run_1/m1.png
Supply wires on this layer in gray.
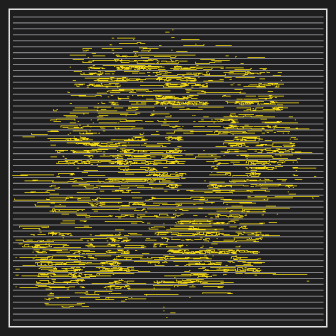
run_1/m4.png
Supply wires on this layer in gray.
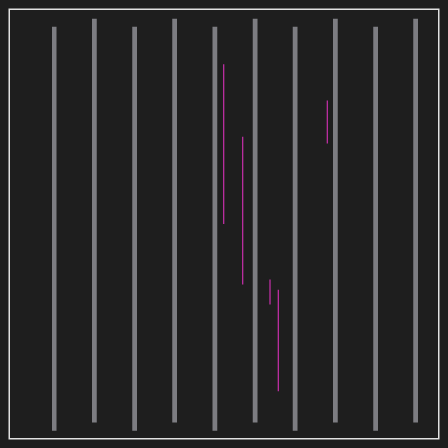
run_1/layers.png
Two of the layers only.
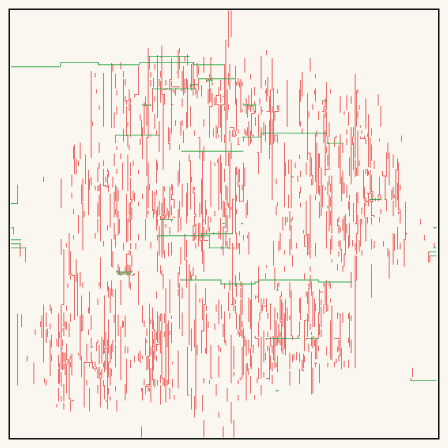
--- config.mk ---
export PLATFORM = sky130hd
export DESIGN_NAME = panel_key_encoder
export DESIGN_NICKNAME = d
export VERILOG_FILES = /design/src/rtl/panel_key_encoder.sv
export SDC_FILE = /design/constraint.sdc
export NUM_CORES = 1
export LEC_CHECK = 0
export ABC_CLOCK_PERIOD_IN_PS = 3620
export CAP_MARGIN = 20
export CORE_MARGIN = 1
export CORE_UTILIZATION = 35
export DETAILED_ROUTE_END_ITERATION = 8
export GPL_ROUTABILITY_DRIVEN = 0
export MAX_ROUTING_LAYER = met4
export SYNTH_ARGS = -nofsm -noshare
export SYNTH_HDL_FRONTEND = slang
export SYNTH_SLANG_ARGS = --single-unit
--- constraint.sdc ---
create_clock -name clk -period 3.62 [get_ports clk]
set_clock_uncertainty 0.1 [all_clocks]
set_input_delay 0.905 -clock clk [delete_from_list [all_inputs] [get_ports clk]]
set_output_delay 0.905 -clock clk [all_outputs]
set_load 0.01 [all_outputs]
--- src/rtl/panel_key_encoder.sv ---
// Front-panel key/switch encoder: synchronises and debounces the raw pushbuttons and slide
// switches, turns them into counter control levels (hold, count_down, mode, fast) and reports
// each change as a one-cycle command on cmd_valid/cmd_code.
// Optional feature: define LONG_PRESS_EN to add the key_start long-press clear (clr_pulse, code 5).
module panel_key_encoder #(
  parameter int unsigned DEB_CYCLES  = 240000,
  parameter int unsigned LONG_CYCLES = 12000000,
  parameter int unsigned CNT_W       = 24
) (
  input  logic       clk,
  input  logic       rst,
  input  logic       key_start,
  input  logic       key_dir,
  input  logic [1:0] sw_mode,
  input  logic       sw_fast,
  output logic       hold,
  output logic       count_down,
  output logic [1:0] mode,
  output logic       fast,
  output logic       cmd_valid,
  output logic [2:0] cmd_code,
  output logic       clr_pulse
);

  // Bit order of the input vector: 0 key_start, 1 key_dir, 3:2 sw_mode, 4 sw_fast.
  localparam int unsigned NB = 5;
  // Keys idle released (1), switches idle at 0.
  localparam logic [NB-1:0] RST_VAL = 5'b00011;
  localparam logic [CNT_W-1:0] DEB_MAX = CNT_W'(DEB_CYCLES - 1);

  logic [NB-1:0]    raw;
  logic [NB-1:0]    sync1_q, sync2_q;
  logic [NB-1:0]    stable_q, stable_d;
  logic [NB-1:0]    prev_q;
  logic [CNT_W-1:0] deb_cnt_q [NB];
  logic [CNT_W-1:0] deb_cnt_d [NB];

  logic press_start, release_start, press_dir, mode_chg, fast_chg;
  logic ev_hold, ev_clear;
  logic hold_q, hold_d;
  logic down_q;
  logic [4:0] pend_q, pend_d, pend_all, grant;
  logic       cmd_valid_q;
  logic [2:0] cmd_code_q, code_d;

  assign raw = {sw_fast, sw_mode, key_dir, key_start};

  // Two-flop synchroniser for every raw pin.
  always_ff @(posedge clk or negedge rst) begin
    if (!rst) begin
      sync1_q <= RST_VAL;
      sync2_q <= RST_VAL;
    end else begin
      sync1_q <= raw;
      sync2_q <= sync1_q;
    end
  end

  // Per-bit debounce: accept the synced value after DEB_CYCLES consecutive differing clocks.
  always_comb begin
    stable_d = stable_q;
    for (int i = 0; i < NB; i++) begin
      deb_cnt_d[i] = '0;
      if (sync2_q[i] != stable_q[i]) begin
        if (deb_cnt_q[i] == DEB_MAX) begin
          stable_d[i] = sync2_q[i];
        end else begin
          deb_cnt_d[i] = deb_cnt_q[i] + CNT_W'(1);
        end
      end
    end
  end

  // Debounce state; prev_q lags stable_q by one clock and doubles as the switch outputs.
  always_ff @(posedge clk or negedge rst) begin
    if (!rst) begin
      stable_q <= RST_VAL;
      prev_q   <= RST_VAL;
      for (int i = 0; i < NB; i++) deb_cnt_q[i] <= '0;
    end else begin
      stable_q <= stable_d;
      prev_q   <= stable_q;
      for (int i = 0; i < NB; i++) deb_cnt_q[i] <= deb_cnt_d[i];
    end
  end

  assign press_start   = prev_q[0] & ~stable_q[0];
  assign release_start = ~prev_q[0] & stable_q[0];
  assign press_dir     = prev_q[1] & ~stable_q[1];
  assign mode_chg      = prev_q[3:2] != stable_q[3:2];
  assign fast_chg      = prev_q[4] != stable_q[4];

`ifdef LONG_PRESS_EN
  typedef enum logic [1:0] {StIdle, StDown, StLong} state_e;
  localparam logic [CNT_W-1:0] LONG_MAX = CNT_W'(LONG_CYCLES - 1);

  state_e           state_q, state_d;
  logic [CNT_W-1:0] lp_cnt_q, lp_cnt_d;
  logic             clr_q, clr_d;

  // key_start FSM: short press toggles hold on release, long press requests a clear.
  always_comb begin
    state_d  = state_q;
    hold_d   = hold_q;
    lp_cnt_d = '0;
    ev_hold  = 1'b0;
    ev_clear = 1'b0;
    clr_d    = 1'b0;
    case (state_q)
      StIdle: if (press_start) state_d = StDown;
      StDown: begin
        if (release_start) begin
          state_d = StIdle;
          hold_d  = ~hold_q;
          ev_hold = 1'b1;
        end else if (lp_cnt_q == LONG_MAX) begin
          state_d  = StLong;
          hold_d   = 1'b0;
          clr_d    = 1'b1;
          ev_clear = 1'b1;
        end else begin
          lp_cnt_d = lp_cnt_q + CNT_W'(1);
        end
      end
      StLong: if (release_start) state_d = StIdle;
      default: state_d = StIdle;
    endcase
  end

  // Long-press counter and clear strobe.
  always_ff @(posedge clk or negedge rst) begin
    if (!rst) begin
      lp_cnt_q <= '0;
      clr_q    <= 1'b0;
    end else begin
      lp_cnt_q <= lp_cnt_d;
      clr_q    <= clr_d;
    end
  end

  assign clr_pulse = clr_q;
`else
  typedef enum logic [0:0] {StIdle, StDown} state_e;

  state_e state_q, state_d;

  // key_start FSM: every press toggles hold; release just re-arms.
  always_comb begin
    state_d = state_q;
    hold_d  = hold_q;
    ev_hold = 1'b0;
    case (state_q)
      StIdle: begin
        if (press_start) begin
          state_d = StDown;
          hold_d  = ~hold_q;
          ev_hold = 1'b1;
        end
      end
      StDown: if (release_start) state_d = StIdle;
      default: state_d = StIdle;
    endcase
  end

  assign ev_clear  = 1'b0;
  assign clr_pulse = 1'b0;
`endif

  // Command arbitration: merge new events into pending, emit the highest-priority one.
  always_comb begin
    pend_all = pend_q | {ev_clear, fast_chg, mode_chg, press_dir, ev_hold};
    grant    = '0;
    code_d   = 3'd0;
    if (pend_all[4]) begin
      grant[4] = 1'b1;
      code_d   = 3'd5;
    end else if (pend_all[0]) begin
      grant[0] = 1'b1;
      code_d   = 3'd1;
    end else if (pend_all[1]) begin
      grant[1] = 1'b1;
      code_d   = 3'd2;
    end else if (pend_all[2]) begin
      grant[2] = 1'b1;
      code_d   = 3'd3;
    end else if (pend_all[3]) begin
      grant[3] = 1'b1;
      code_d   = 3'd4;
    end
    pend_d = pend_all & ~grant;
  end

  // Control levels, FSM state and command outputs.
  always_ff @(posedge clk or negedge rst) begin
    if (!rst) begin
      state_q     <= StIdle;
      hold_q      <= 1'b0;
      down_q      <= 1'b0;
      pend_q      <= '0;
      cmd_valid_q <= 1'b0;
      cmd_code_q  <= 3'd0;
    end else begin
      state_q     <= state_d;
      hold_q      <= hold_d;
      down_q      <= down_q ^ press_dir;
      pend_q      <= pend_d;
      cmd_valid_q <= |pend_all;
      cmd_code_q  <= code_d;
    end
  end

  assign hold       = hold_q;
  assign count_down = down_q;
  assign mode       = prev_q[3:2];
  assign fast       = prev_q[4];
  assign cmd_valid  = cmd_valid_q;
  assign cmd_code   = cmd_code_q;

endmodule

==> notes.md, run 1 <==
Summary of the current implementation state.

- The flow ran to the end, and the final reports show no timing, DRC or antenna violations.
- Counting flops with a built-in enable in the synthesized netlist gives 0.
- Counting every instance in the synthesized netlist gives 722.
- The via count of the first global-routing pass was 4884.
- Detailed placement reports a standard cell area of 0.00757 mm2.
- The count of unresolved DRC violations after routing is 0, for reference.
- The worst setup path is launched from a register.
- After Yosys synthesis, XOR and XNOR cells account for 9.35% of the synthesized area.
- The final max-slew violation count recorded for this run is 0.
- The H-tree was split into 4 levels.
- Before antenna repair, the detailed router went through 4 iterations.
- The classification of the worst setup path is reg2reg, for reference.
- The kind of end point of the critical path is a register, for reference.
- met2 track demand over resource after global routing is 21.2%.
- The classification of the worst-slack hold path is reg2reg, for reference.
- Setup violations remaining at the end of the flow were counted as 0.
- The number of buffers added for setup after CTS is 0, for reference.
- The finished layout cell area is 0.00818 mm2, for reference.
- The highest supply drop recorded on VDD is 0.284 mV.
- The accumulated negative setup slack is 0 ns, for reference.
- The count of warnings emitted by yosys is 0, for reference.
- In this run, the synthesized area fraction spent on AND-OR/OR-AND gates is recorded as 7.86%.
- Ranked by instance count, the synthesized netlist is headed by sky130_fd_sc_hd__dfrtp_1, sky130_fd_sc_hd__nor2_1, sky130_fd_sc_hd__xnor2_1.
- The global routing usage on met3 is 3.77%, for reference.
- The sequential cell area fraction in the yosys report is 52.9%, for reference.
- The number of antenna violations at the first check in global routing is 0.
- According to the tapcell log, the count of inserted taps is 265.
- The area added between synthesis and finish is 14.9%, for reference.
- Measured against its own limit, the worst slew margin works out to 46.1%.
- Per the Yosys statistics, synthesis produced 722 cells.
- The number of logic inverters in the finished layout is 25, for reference.
- The final hold violation count recorded for this run is 0.
- The smallest hold slack is 0.253 ns, for reference.
- The peak fanout along the critical path is 14, for reference.
- The die span in y is 145 um, for reference.
- In the synthesized netlist, mux cells make up 0.791% of the area.
- The power report puts the leakage power at 3.18 nW.
- For reference, the post-synthesis area per instance comes to 9.86 um2.
- The die span in x is 145 um, for reference.
- The area of the mapped netlist is 0.00712 mm2, for reference.
- The area figure in the yosys stat output is 0.00712 mm2, for reference.
- The endpoint of the worst register-to-register path is deb_cnt_q[75]$_DFF_PN0_, for reference.
- OpenSTA lists the critical path startpoint as deb_cnt_q[90]$_DFF_PN0_.
- The master of the slowest instance on the critical path is sky130_fd_sc_hd__o41ai_4, for reference.
- Per the OpenROAD floorplan log, the area of the die is 0.0209 mm2.
- The detailed router finished its first iteration with 258 violations.
- The area taken by multi-input combinational cells is reported as 0.00315 mm2.
- The cell type contributing the most total cell area after synthesis is sky130_fd_sc_hd__dfrtp_1, for reference.
- The slew of the pin with the lowest slew margin is 0.808 ns, for reference.
- The number of core rows is 51, for reference.
- The cell area power density is 445 mW/mm2, for reference.
- The end point of the critical path is deb_cnt_q[75]$_DFF_PN0_, for reference.
- The report lists the cells along the critical path as or4_1 > or4_4 > o41ai_4 > buf_4 > nor2_1.
- The worst hold path stage count is 0, for reference.
- The first-pass GRT wire length is 23800 um, for reference.
- The clock tree buffer depth is 2, for reference.
- The uppermost layer routed is met4, for reference.
- The maximum number of pins on one net before global-route repair is 88, for reference.
- The cell depth of the worst flop-to-flop path is 5, for reference.
- The peak per-stage delay on the critical path is 0.63 ns, for reference.
- Counting buffers and inverters, the worst setup path is 5 cells deep.
- Data on the critical path is required at its endpoint by 3.82 ns.
- The met3 wire length is 355 um, for reference.
- The detailed-routing wirelength on met1 is 6990 um, for reference.
- The biggest cell category by area in the final layout is sequential cells, for reference.
- Synthesis instantiated 44 different standard cells from the library.
- The number of nets in the finished design is 750, for reference.
- Data on the critical path arrives at its endpoint at 2.84 ns.
- After layout, the worst path uses 73.0% of the clock period.
- The predominant post-synthesis flop cell is sky130_fd_sc_hd__dfrtp_1, for reference.
- The total inserted antenna cells is 0, for reference.
- Summing the areas of all fa, ha and maj instances in the mapped netlist gives 0.879% of the synthesized area.
- The fraction of area in multi-input gates is 38.5%, for reference.
- The final-layout non-clock buffer area share is 2.89%, for reference.
- The simple-gate share of the synthesized area is 25.1%, for reference.
- The routing layer with the top usage in global route is met2, for reference.
- Leaving out the clock tree, the finished layout contains a buffer count of 23.
- The clock latency reported for the late side of the worst-skew pair is 0.42 ns, for reference.
- In this run the maximum-capacitance check reported violations numbering 0.
- The area fraction of the dominant cell type after synthesis is 49.9%, for reference.
- TritonCTS built the clock tree.
- The startpoint identified for the worst hold timing path is sync1_q[0]$_DFF_PN1_.
- For the finished layout, the period the worst path requires is 2.64 ns.
- Setup repair after global routing left no endpoint under its margin.
- The library cells used most frequently in the layout, excluding fill and tap cells, are sky130_fd_sc_hd__dfrtp_1, sky130_fd_sc_hd__nor2_1, sky130_fd_sc_hd__xnor2_1.
- By area the synthesized netlist is led by sky130_fd_sc_hd__dfrtp_1, sky130_fd_sc_hd__xnor2_1, sky130_fd_sc_hd__nor2_1.
- During placement, the flow inserted port buffers numbering 15.
- The total number of sequential cells is 150, for reference.
- In the final layout, flip-flops and latches take up 46.0% of the cell area.
- The flop-to-flop setup slack is 0.98 ns, for reference.
- Per the final layout report, the fraction of cells sized above drive strength 1 comes to 8.12%.
- The final HPWL from detailed placement is 8920 um, for reference.
- The core utilization at floorplan is 36.1%, for reference.
- The buffer type at the clock tree root is sky130_fd_sc_hd__clkbuf_16, for reference.
- The clock network takes up 7.43% of total cell area after layout.
- The sum of buffers and inverters on the critical path is 1, for reference.
- The final layout report lists a filler cell count of 1900.
- Grouping non-sequential cells by family puts the most area in simple AND/OR/NAND/NOR gates.
- The register with the most flip-flops in the layout has 120 of them.
- Per the TritonCTS log, the buffer count is 17.
- Static timing analysis puts the maximum clock frequency at 0.379 GHz.
- In the finished layout, the clock tree contains a buffer count of 21.
- The synthesis-stage register bit count is 150, for reference.
- The number of gates resized after CTS is 0, for reference.
- The total area of sequential cells is 0.00376 mm2, for reference.
- Looking at the reg2reg group, the worst path starts from deb_cnt_q[90]$_DFF_PN0_.
- The count of nets left with antenna violations after detail routing is 0, for reference.
- Looking at the gate-level netlist, the highest instance count belongs to sky130_fd_sc_hd__dfrtp_1.
- The remaining global-route overflow is 0, for reference.
- The most common logic cell in the final layout is sky130_fd_sc_hd__dfrtp_1.
- The net count entering floorplan is 734, for reference.
- After clock tree synthesis, the clock-pin slew on the worst setup and hold paths is 0.06 ns.
- The family with the most delay on the worst path is simple AND/OR/NAND/NOR gates, for reference.
- The area of the placeable core is 0.0197 mm2, for reference.
- The number of warnings reported in the stage logs is 26.
- The share of synthesized registers carrying an async set or reset is 100%, for reference.
- The worst hold path terminates at sync2_q[0]$_DFF_PN1_.
- In the detailed route, the total length drawn on met2 is 5880 um.
- deb_cnt_q holds more flip-flops than any other register.
- The count of multi-input combinational gates is 521, for reference.
- The average vias per placed instance is 5.12, for reference.
About m1.png:
share of all routed wire: 52%
nets with wire on the layer: 705
wire length on this layer: 6990 um
main direction: horizontal
routing usage on met1: 20.5%
number of vias after detailed routing: 5198
detailed-route wire length: 13400 um

About m4.png:
nets with wire on the layer: 3
main direction: vertical
wire length on this layer: 160 um

About layers.png:
legend:
  M3:
    color: green
    wire_length: 356 um
  M2:
    color: red
    wire_length: 5880 um
Total Routing Usage GR: 14.9%
routed length per instance: 13.2 um

==> run 1: report_power, final <==
group / internal [W] / leakage [nW] / switching [W]
sequential: 0.00170 / 2.04 / 0.0000170
clock: 0.00112 / 0.286 / 0.000698
combinational: 0.0000320 / 0.848 / 0.0000695
total: 0.00285 / 3.18 / 0.000785
==> run 1: through the flow <==
stage	power (W)	util (%)	worst slack, ns	std cells
6_report	0.00364	41.5	0.979	1016
3_5_place_dp	0.00185	38.4	0.978	984
4_1_cts	0.00369	41.5	0.971	1016
2_1_floorplan	0.00179	-	1.38	722
5_1_grt	0.00378	41.5	0.860	1016
3_3_place_gp	0.00185	38.4	1.00	984
## Run 2: what changed since run 1
ABC_CLOCK_PERIOD_IN_PS = 2440   (was 3620)
clock period = 2.44 ns   (was 3.62 ns; I/O delays follow)
run_2/closeup.png
Bar = 10 um. Window x 57 to 87, y 57 to 87 um. Cells in gray, sequential cells in the stronger gray; small squares are vias.
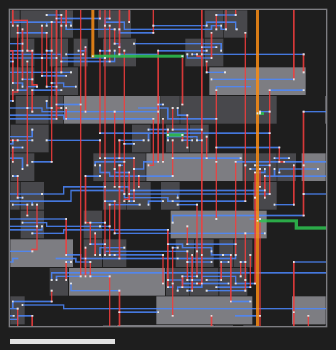
legend:
  M4:
    color: orange
  M3:
    color: green
  M1:
    color: blue
  M2:
    color: red
most frequent: dfrtp_1 (7), a21oi_1 (6), o21ai_0 (5)
cells with their middle in the window: 53
sequential cells in the window: 7
netlist names of flops here include: `deb_cnt_q` (6), `pend_q` (1)

run_2/layers.png
Two of the layers only.
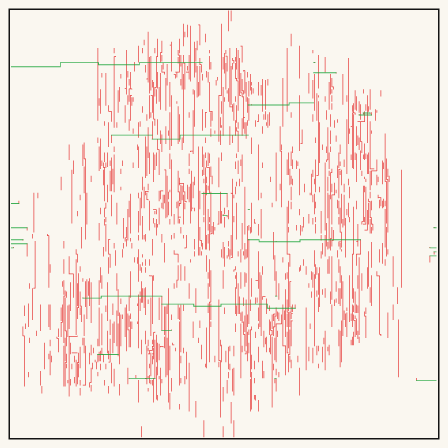
legend:
  M3:
    color: green
    wire_length: 326 um
  M2:
    color: red
    wire_length: 6240 um
Total Routing Usage GR: 15.5%
number of vias after detailed routing: 5267
detailed-route wire length: 14100 um
routed length per instance: 13.6 um

==> run 2 against run 1 <==
Sequential cell count did not move. Power rose by 48%. Synthesized cell count did not move. Critical path type unchanged. Largest cell class unchanged. Highest routed layer unchanged.
==> notes.md, run 2 <==
Summary of the current implementation state.

- The part of the total power dissipated in the clock network is 49.8% (-0.3 points), for reference.
- In this run the critical register-to-register path is launched from deb_cnt_q[91]$_DFF_PN0_.
- The fill cell total of the finished layout was 1911 (+0.58%).
- The peak fanout along the critical path came to 11 (-3).
- The count of clock-net buffers in the final layout is 18 (-14%).
- The total number of sequential cells is 150 (unchanged), for reference.
- The total leakage power came to 3.26 nW (+2.7%).
- The startpoint of the most critical hold path is sync1_q[4]$_DFF_PN0_, for reference.
- The peak per-stage delay on the critical path was 0.51 ns (-0.12 ns).
- The number of distinct library cell variants in the gate-level netlist after synthesis is 44 (unchanged).
- The sequential logic power was 0.00254 W (+48%).
- The via count of the first global-routing pass is 5049 (+3.4%).
- The number of antenna violations at the first check in global routing is 0 (unchanged), for reference.
- The count of unresolved DRC violations after routing is 0 (unchanged).
- Setup repair after global routing left no endpoint under its margin.
- The count of multi-input combinational gates was 521 (unchanged).
- The part of the cycle the worst path needs is 94.0% (+21 points), for reference.
- The critical path ends at deb_cnt_q[76]$_DFF_PN0_.
- The area figure in the yosys stat output is 0.00712 mm2 (unchanged), for reference.
- The critical path in this run is classified as reg2reg.
- The peak ir drop on the vdd network is 0.373 mV (+31%), for reference.
- The routing layer with the top usage in global route is met2, for reference.
- The area of the mapped netlist came to 0.00712 mm2 (unchanged).
- The flop share of the area is 45.2% (-0.80 points), for reference.
- The number of standard cells after synthesis is 722 (unchanged), for reference.
- The number of warning messages in the logs was 26 (unchanged).
- The maximum number of pins on one net before global-route repair is 53 (-40%).
- The flip-flop count of the largest register, all copies and words added was 120 (unchanged).
- The number of buffers created by CTS came to 17 (unchanged).
- The port buffer count is 15 (unchanged), for reference.
- The post-layout total power is 0.00538 W (+48%).
- The master of the slowest instance on the critical path is sky130_fd_sc_hd__or4_1, for reference.
- The number of maximum-capacitance constraint violations was 0 (unchanged).
- The number of DRC violations after detailed-routing iteration 0 is 301 (+17%), for reference.
- The share of synthesized registers carrying an async set or reset is 100% (unchanged), for reference.
- The number of tapcells is 265 (unchanged), for reference.
- The cell count along the critical path is 5 (unchanged).
- The most common logic cells in the final layout are sky130_fd_sc_hd__dfrtp_1, sky130_fd_sc_hd__nor2_1, sky130_fd_sc_hd__xnor2_1.
- The clock latency reported for the late side of the worst-skew pair is 0.43 ns (about the same).
- The number of core rows came to 51 (unchanged).
- The endpoint of the worst register-to-register path is deb_cnt_q[76]$_DFF_PN0_, for reference.
- The count of nets left with antenna violations after detail routing is 0 (unchanged), for reference.
- The count of pins over their slew limit is 0 (unchanged), for reference.
- The area fraction of the dominant cell type after synthesis is 49.9% (unchanged).
- The sum of buffers and inverters on the critical path was 1 (unchanged).
- The number of nets in the finished design is 769 (+2.5%), for reference.
- The predominant post-synthesis flop cell is sky130_fd_sc_hd__dfrtp_1, for reference.
- The first-pass GRT wire length is 24700 um (+3.9%), for reference.
- The proportion of layout cells with a drive suffix above 1 is 10.6% (+2.5 points), for reference.
- The achievable clock frequency is 0.436 GHz (+15%).
- The core utilization of the finished layout is 42.2% (+0.74 points), for reference.
- The cell type that accounts for the most area after synthesis is sky130_fd_sc_hd__dfrtp_1.
- The power consumed by the clock network came to 0.00268 W (+47%).
- The routed wire length on met2 came to 6240 um (+6.0%).
- The arrival time of the worst setup path is 2.51 ns (-0.33 ns), for reference.
- The total inserted antenna cells is 0 (unchanged), for reference.
- The die span in x is 145 um (unchanged).
- The biggest slice of the area belongs to sequential cells.
- The number of iterations in the first detailed-routing pass is 5 (+1).
- The launch point of the critical path was reported as deb_cnt_q[91]$_DFF_PN0_.
- The post-synth tally of flip-flops with integrated enable is 0 (unchanged).
- The group with the largest share of power is the clock network, for reference.
- The remaining global-route overflow came to 0 (unchanged).
- The share of total power consumed by net switching came to 23.2% (+1.7 points).
- The proportion of power drawn by flip-flops and latches is 47.2% (about the same), for reference.
- The min-delay analysis places its worst path in the category reg2reg.
- The H-tree depth is 4 (unchanged), for reference.
- The die span in y is 145 um (unchanged), for reference.
- Counting only logic cells after layout, the most numerous master is sky130_fd_sc_hd__dfrtp_1.
- The clock tree buffer depth is 2 (unchanged), for reference.
- The most common cell in the synthesized netlist is sky130_fd_sc_hd__dfrtp_1.
- The accumulated negative setup slack is 0 ns (unchanged), for reference.
- Routed signal wires occupy layers up through met4.
- The cell area power density is 647 mW/mm2 (+45%).
- The core utilization at floorplan is 36.1% (unchanged), for reference.
- The flop-to-flop setup slack is 0.15 ns (-0.83 ns), for reference.
- The area added between synthesis and finish is 16.9%, for reference.
- The post-CTS clock slew at the launch and capture registers of the worst setup and hold paths is 0.07 ns (about the same), for reference.
- The met2 global-route usage is 22.2% (+1.0 points).
- The kind of end point of the critical path is a register, for reference.
- For reference, the top cells by count after synthesis are sky130_fd_sc_hd__dfrtp_1, sky130_fd_sc_hd__nor2_1, sky130_fd_sc_hd__xnor2_1.
- The run finished with clean final reports.
- The post-synthesis cell count from yosys came to 722 (unchanged).
- The total area of sequential cells is 0.00376 mm2 (unchanged), for reference.
- The detailed-routing wirelength on met1 was 7370 um (+5.5%).
- The family with the most delay on the worst path is simple AND/OR/NAND/NOR gates, for reference.
- The sequential cell area fraction in the yosys report was 52.9% (unchanged).
- TritonCTS built the clock tree.
- The worst setup path is launched from a register.
- The required time of the worst setup path came to 2.65 ns (-1.17 ns).
- The internal power consumption is 0.00413 W (+45%), for reference.
- The share of power burned in combinational logic came to 3.0% (+0.2 points).
- The fraction of met1 tracks used by global routing came to 21.4% (+0.95 points).
- The met3 wire length is 325 um (-8.5%).
- The net switching power was 0.00125 W (+59%).
- The final-layout non-clock buffer area share is 4.58% (+1.7 points), for reference.
- The area enclosed by the die boundary is 0.0209 mm2 (unchanged), for reference.
- The number of hold violations in the final report is 0 (unchanged), for reference.
- Yosys attributes the largest share of cell area to sky130_fd_sc_hd__dfrtp_1, sky130_fd_sc_hd__xnor2_1, sky130_fd_sc_hd__nor2_1.
- In the hold report, the worst path ends at sync2_q[4]$_DFF_PN0_.
- The report puts the hold buffer count at CTS at 1.
- The count of warnings emitted by yosys is 0 (unchanged), for reference.
- The area of the placeable core is 0.0197 mm2 (unchanged), for reference.
- The worst hold path stage count is 0 (unchanged), for reference.
- The fraction of area in multi-input gates is 37.8% (-0.61 points), for reference.
- The synthesis-stage register bit count is 150 (unchanged), for reference.
- The critical path goes through or4_1 > or4_4 > o41ai_4 > buf_4 > nor2_1.
- The number of logic inverters in the finished layout is 25 (unchanged), for reference.
- The net count entering floorplan is 734 (unchanged), for reference.
- The cell depth of the worst flop-to-flop path is 5 (unchanged), for reference.
- The total area of multi-input combinational cells was 0.00315 mm2 (+0.16%).
- The setup-violating endpoint count in the final report is 0 (unchanged).
- The number of buffers added for setup after CTS was 0 (unchanged).
- The final HPWL from detailed placement is 9570 um (+7.2%).
- The clock network area share came to 7.24% (-0.19 points).
- The time the worst path needs with I/O delays and setup is 2.29 ns (-0.348 ns).
- The number of gates resized after CTS is 0 (unchanged), for reference.
- The buffer type at the clock tree root is sky130_fd_sc_hd__clkbuf_16, for reference.
## run 2: cell counts after synthesis
Identical to the previous run, type by type.
## run 2: logic make-up after synthesis
family | count (synthesis) | share of synthesized area [%]
xor+xnor | 76 | 9.35
buf+inv | 51 | 3.13
compound gates | 97 | 7.86
fa+ha+maj | 5 | 0.879
simple gates | 337 | 25.1
flops | 150 | 52.9
other cells | 1 | 0.0527
mux | 5 | 0.791
## run 2: through the flow
stage / cell area [um2] / hold WS, ns / instances / setup WS [ns]
after floorplan: 7120 / 0.214 / 722 / 0.201
final: 8320 / 0.249 / 1035 / 0.146
after global routing: 8320 / 0.258 / 1035 / 0.0374
after global placement: 7710 / 0.235 / 1002 / 0.183
after detailed placement: 7710 / 0.236 / 1002 / 0.114
after CTS: 8320 / 0.252 / 1035 / 0.0914
## Run 3: what changed since run 2
CAP_MARGIN = 10   (was 20)
run_3/closeup.png
Bar = 10 um. Window x 57 to 87, y 57 to 87 um. Cells in gray, sequential cells in the stronger gray; small squares are vias.
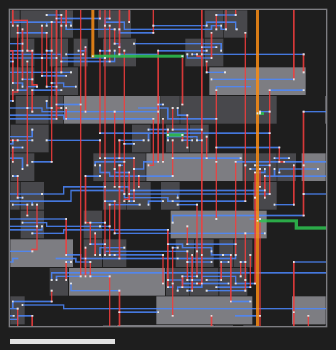
legend:
  M2:
    color: red
  M1:
    color: blue
  M4:
    color: orange
  M3:
    color: green
sequential cells in the window: 7
cells with their middle in the window: 53
most frequent: dfrtp_1 (7), a21oi_1 (6), o21ai_0 (5)
netlist names of flops here include: `deb_cnt_q` (6), `pend_q` (1)

run_3/clock_nets.png
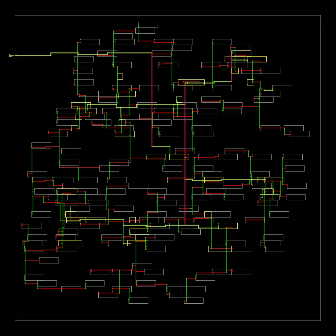
clock buffer count from CTS: 17
count of clock-net buffers in the final layout: 18
total number of sequential cells: 150
Late-Pin Clk Latency: 0.43 ns
reported clock group power: 0.00268 W

==> run 3 against run 2 <==
Worst setup slack stayed put. First-iteration DRC count stayed put. Sequential share of layout area stayed put. Clock-buffer cell count stayed put. Combinational power hardly changed. Sequential cell count stayed put. Power stayed put. Fmax stayed put. Highest routed layer unchanged. Clock power hardly changed. Synthesized area stayed put. Global-route usage stayed put.
==> notes.md, run 3 <==
Summary of the current implementation state.

- The peak fanout along the critical path is 11 (unchanged), for reference.
- The part of the total power dissipated in the clock network was 49.8% (about the same).
- The final HPWL from detailed placement is 9570 um (unchanged), for reference.
- The count of nets left with antenna violations after detail routing is 0 (unchanged), for reference.
- The startpoint of the most critical hold path is sync1_q[4]$_DFF_PN0_, for reference.
- The most critical min-delay path falls under reg2reg.
- The mux cell area share after synthesis is 0.791% (unchanged), for reference.
- Ranking logic cells in the layout by count gives the top entries sky130_fd_sc_hd__dfrtp_1, sky130_fd_sc_hd__nor2_1, sky130_fd_sc_hd__xnor2_1.
- The finished layout cell area is 0.00832 mm2 (unchanged), for reference.
- The number of gates resized after CTS is 0 (unchanged), for reference.
- The area share of and-or/or-and cells after synthesis is 7.86% (unchanged), for reference.
- The mean routed wirelength per cell came to 13.6 um (unchanged).
- The die span in y is 145 um (unchanged), for reference.
- Looking at the clock tree report, the root buffer type is sky130_fd_sc_hd__clkbuf_16.
- The number of buffers added for setup after CTS came to 0 (unchanged).
- The area share of xor/xnor cells in the synthesized design is 9.35% (unchanged).
- The number of iterations in the first detailed-routing pass came to 5 (unchanged).
- Among all flip-flop cells after synthesis, the most frequent one is sky130_fd_sc_hd__dfrtp_1.
- The part of the cycle the worst path needs came to 94.0% (unchanged).
- The total routing usage reported by global routing was 15.5% (unchanged).
- The area enclosed by the die boundary is 0.0209 mm2 (unchanged).
- The area added between synthesis and finish is 16.9% (unchanged), for reference.
- The launch point of the critical path was reported as deb_cnt_q[91]$_DFF_PN0_.
- The post-layout total power is 0.00538 W (unchanged), for reference.
- The accumulated negative setup slack is 0 ns (unchanged).
- The number of tapcells is 265 (unchanged), for reference.
- The number of warning messages in the logs is 26 (unchanged), for reference.
- The fill cell total of the finished layout is 1911 (unchanged).
- The post-synthesis cell count from yosys came to 722 (unchanged).
- The number of nets in the finished design was 769 (unchanged).
- The flop-to-flop setup slack came to 0.15 ns (about the same).
- The flow ran to the end, and the final reports show no timing, DRC or antenna violations.
- The biggest cell category by area in the final layout is sequential cells, for reference.
- The internal power consumption was 0.00413 W (unchanged).
- The count of unresolved DRC violations after routing is 0 (unchanged).
- The area figure in the yosys stat output is 0.00712 mm2 (unchanged), for reference.
- The worst flop-to-flop path startpoint is deb_cnt_q[91]$_DFF_PN0_, for reference.
- The met2 global-route usage is 22.2% (unchanged), for reference.
- The maximum number of pins on one net before global-route repair is 53 (unchanged), for reference.
- The number of logic inverters in the finished layout is 25 (unchanged), for reference.
- The smallest hold slack is 0.249 ns (unchanged).
- The core utilization of the finished layout was 42.2% (unchanged).
- Setup repair after global routing left no endpoint under its margin.
- The number of hold violations in the final report is 0 (unchanged), for reference.
- The post-CTS clock slew at the launch and capture registers of the worst setup and hold paths was 0.07 ns (about the same).
- The worst setup path is captured at a register.
- The clock tree buffer depth is 2 (unchanged), for reference.
- The number of maximum-capacitance constraint violations is 0 (unchanged).
- The area fraction of the dominant cell type after synthesis is 49.9% (unchanged), for reference.
- The detailed-routing wirelength on met1 came to 7370 um (unchanged).
- The count of multi-input combinational gates came to 521 (unchanged).
- The category of the worst setup path launch point is a register, for reference.
- The count of pins over their slew limit is 0 (unchanged), for reference.
- The fraction of area in multi-input gates is 37.8% (unchanged).
- The sequential cell area fraction in the yosys report is 52.9% (unchanged).
- The area of the mapped netlist is 0.00712 mm2 (unchanged), for reference.
- The area of the placeable core is 0.0197 mm2 (unchanged), for reference.
- The share of power burned in combinational logic is 3.0% (about the same), for reference.
- The net count entering floorplan is 734 (unchanged), for reference.
- The worst hold path stage count is 0 (unchanged), for reference.
- The number of distinct library cell variants in the gate-level netlist after synthesis was 44 (unchanged).
- The critical path is of the reg2reg type.
- The arrival time of the worst setup path is 2.51 ns (about the same), for reference.
- The achievable clock frequency came to 0.436 GHz (unchanged).
- The met3 wire length came to 325 um (unchanged).
- The number of standard cells after synthesis is 722 (unchanged), for reference.
- The required time of the worst setup path is 2.65 ns (about the same), for reference.
- The path with the worst hold slack has its endpoint at sync2_q[4]$_DFF_PN0_.
- The total wirelength of the detailed-routed design is 14100 um (unchanged), for reference.
- The proportion of layout cells with a drive suffix above 1 came to 10.6% (unchanged).
- The uppermost layer routed is met4, for reference.
- The fraction of met1 tracks used by global routing was 21.4% (unchanged).
- After synthesis, the cell types taking the most area are sky130_fd_sc_hd__dfrtp_1, sky130_fd_sc_hd__xnor2_1, sky130_fd_sc_hd__nor2_1.
- The placed standard-cell area is 0.00771 mm2 (unchanged), for reference.
- The adder and majority cell fraction of the synthesized area came to 0.879% (unchanged).
- The flip-flop count of the largest register, all copies and words added was 120 (unchanged).
- Looking at the gate-level netlist, the highest instance count belongs to sky130_fd_sc_hd__dfrtp_1.
- The total area of multi-input combinational cells is 0.00315 mm2 (unchanged), for reference.
- The instance count after placement with tap cells included is 1002 (unchanged), for reference.
- The number of antenna violations at the first check in global routing is 0 (unchanged), for reference.
- The post-synth tally of flip-flops with integrated enable is 0 (unchanged).
- The worst-case setup slack after placement came to 0.114 ns (unchanged).
- The H-tree depth is 4 (unchanged), for reference.
- The routing layer with the top usage in global route is met2, for reference.
- The cell depth of the worst flop-to-flop path came to 5 (unchanged).
- The proportion of power drawn by flip-flops and latches is 47.2% (about the same).
- The TritonCTS clock tree is yes, for reference.
- The peak ir drop on the vdd network is 0.373 mV (unchanged), for reference.
- The die span in x is 145 um (unchanged).
- By count the netlist is led by sky130_fd_sc_hd__dfrtp_1, sky130_fd_sc_hd__nor2_1, sky130_fd_sc_hd__xnor2_1.
- The endpoint of the worst register-to-register path is deb_cnt_q[76]$_DFF_PN0_, for reference.
- The flop share of the area is 45.2% (unchanged), for reference.
- The setup-violating endpoint count in the final report was 0 (unchanged).
- Of all cell types, the one taking the most synthesized area is sky130_fd_sc_hd__dfrtp_1.
- The routed wire length on met2 is 6240 um (unchanged), for reference.
- The core utilization at floorplan is 36.1% (unchanged), for reference.
- The smallest setup slack after layout was 0.146 ns (unchanged).
- The count of warnings emitted by yosys was 0 (unchanged).
- The share of synthesized registers carrying an async set or reset is 100% (unchanged).
- The total inserted antenna cells is 0 (unchanged), for reference.
- The share of total power consumed by net switching was 23.2% (unchanged).
## run 3: cell counts in the layout (fill, tap and decap cells not counted)
Identical to the previous run, type by type.
## run 3: critical path: stages, from the launching register on
cell and delay (ns):
sky130_fd_sc_hd__dfrtp_1 0.43, sky130_fd_sc_hd__or4_1 0.51, sky130_fd_sc_hd__or4_4 0.45, sky130_fd_sc_hd__o41ai_4 0.37, sky130_fd_sc_hd__buf_4 0.24, sky130_fd_sc_hd__nor2_1 0.07
## run 3: power groups by stage
stage / logic [W] / registers [W] / clock network [W]
global placement: 0.000165 / 0.00259 / 0
CTS: 0.000168 / 0.00254 / 0.00276
global route: 0.000190 / 0.00255 / 0.00287
floorplan: 0.0000730 / 0.00258 / 0
detailed placement: 0.000166 / 0.00259 / 0
finish: 0.000161 / 0.00254 / 0.00268
Power is estimated from default activity; no workload was simulated.
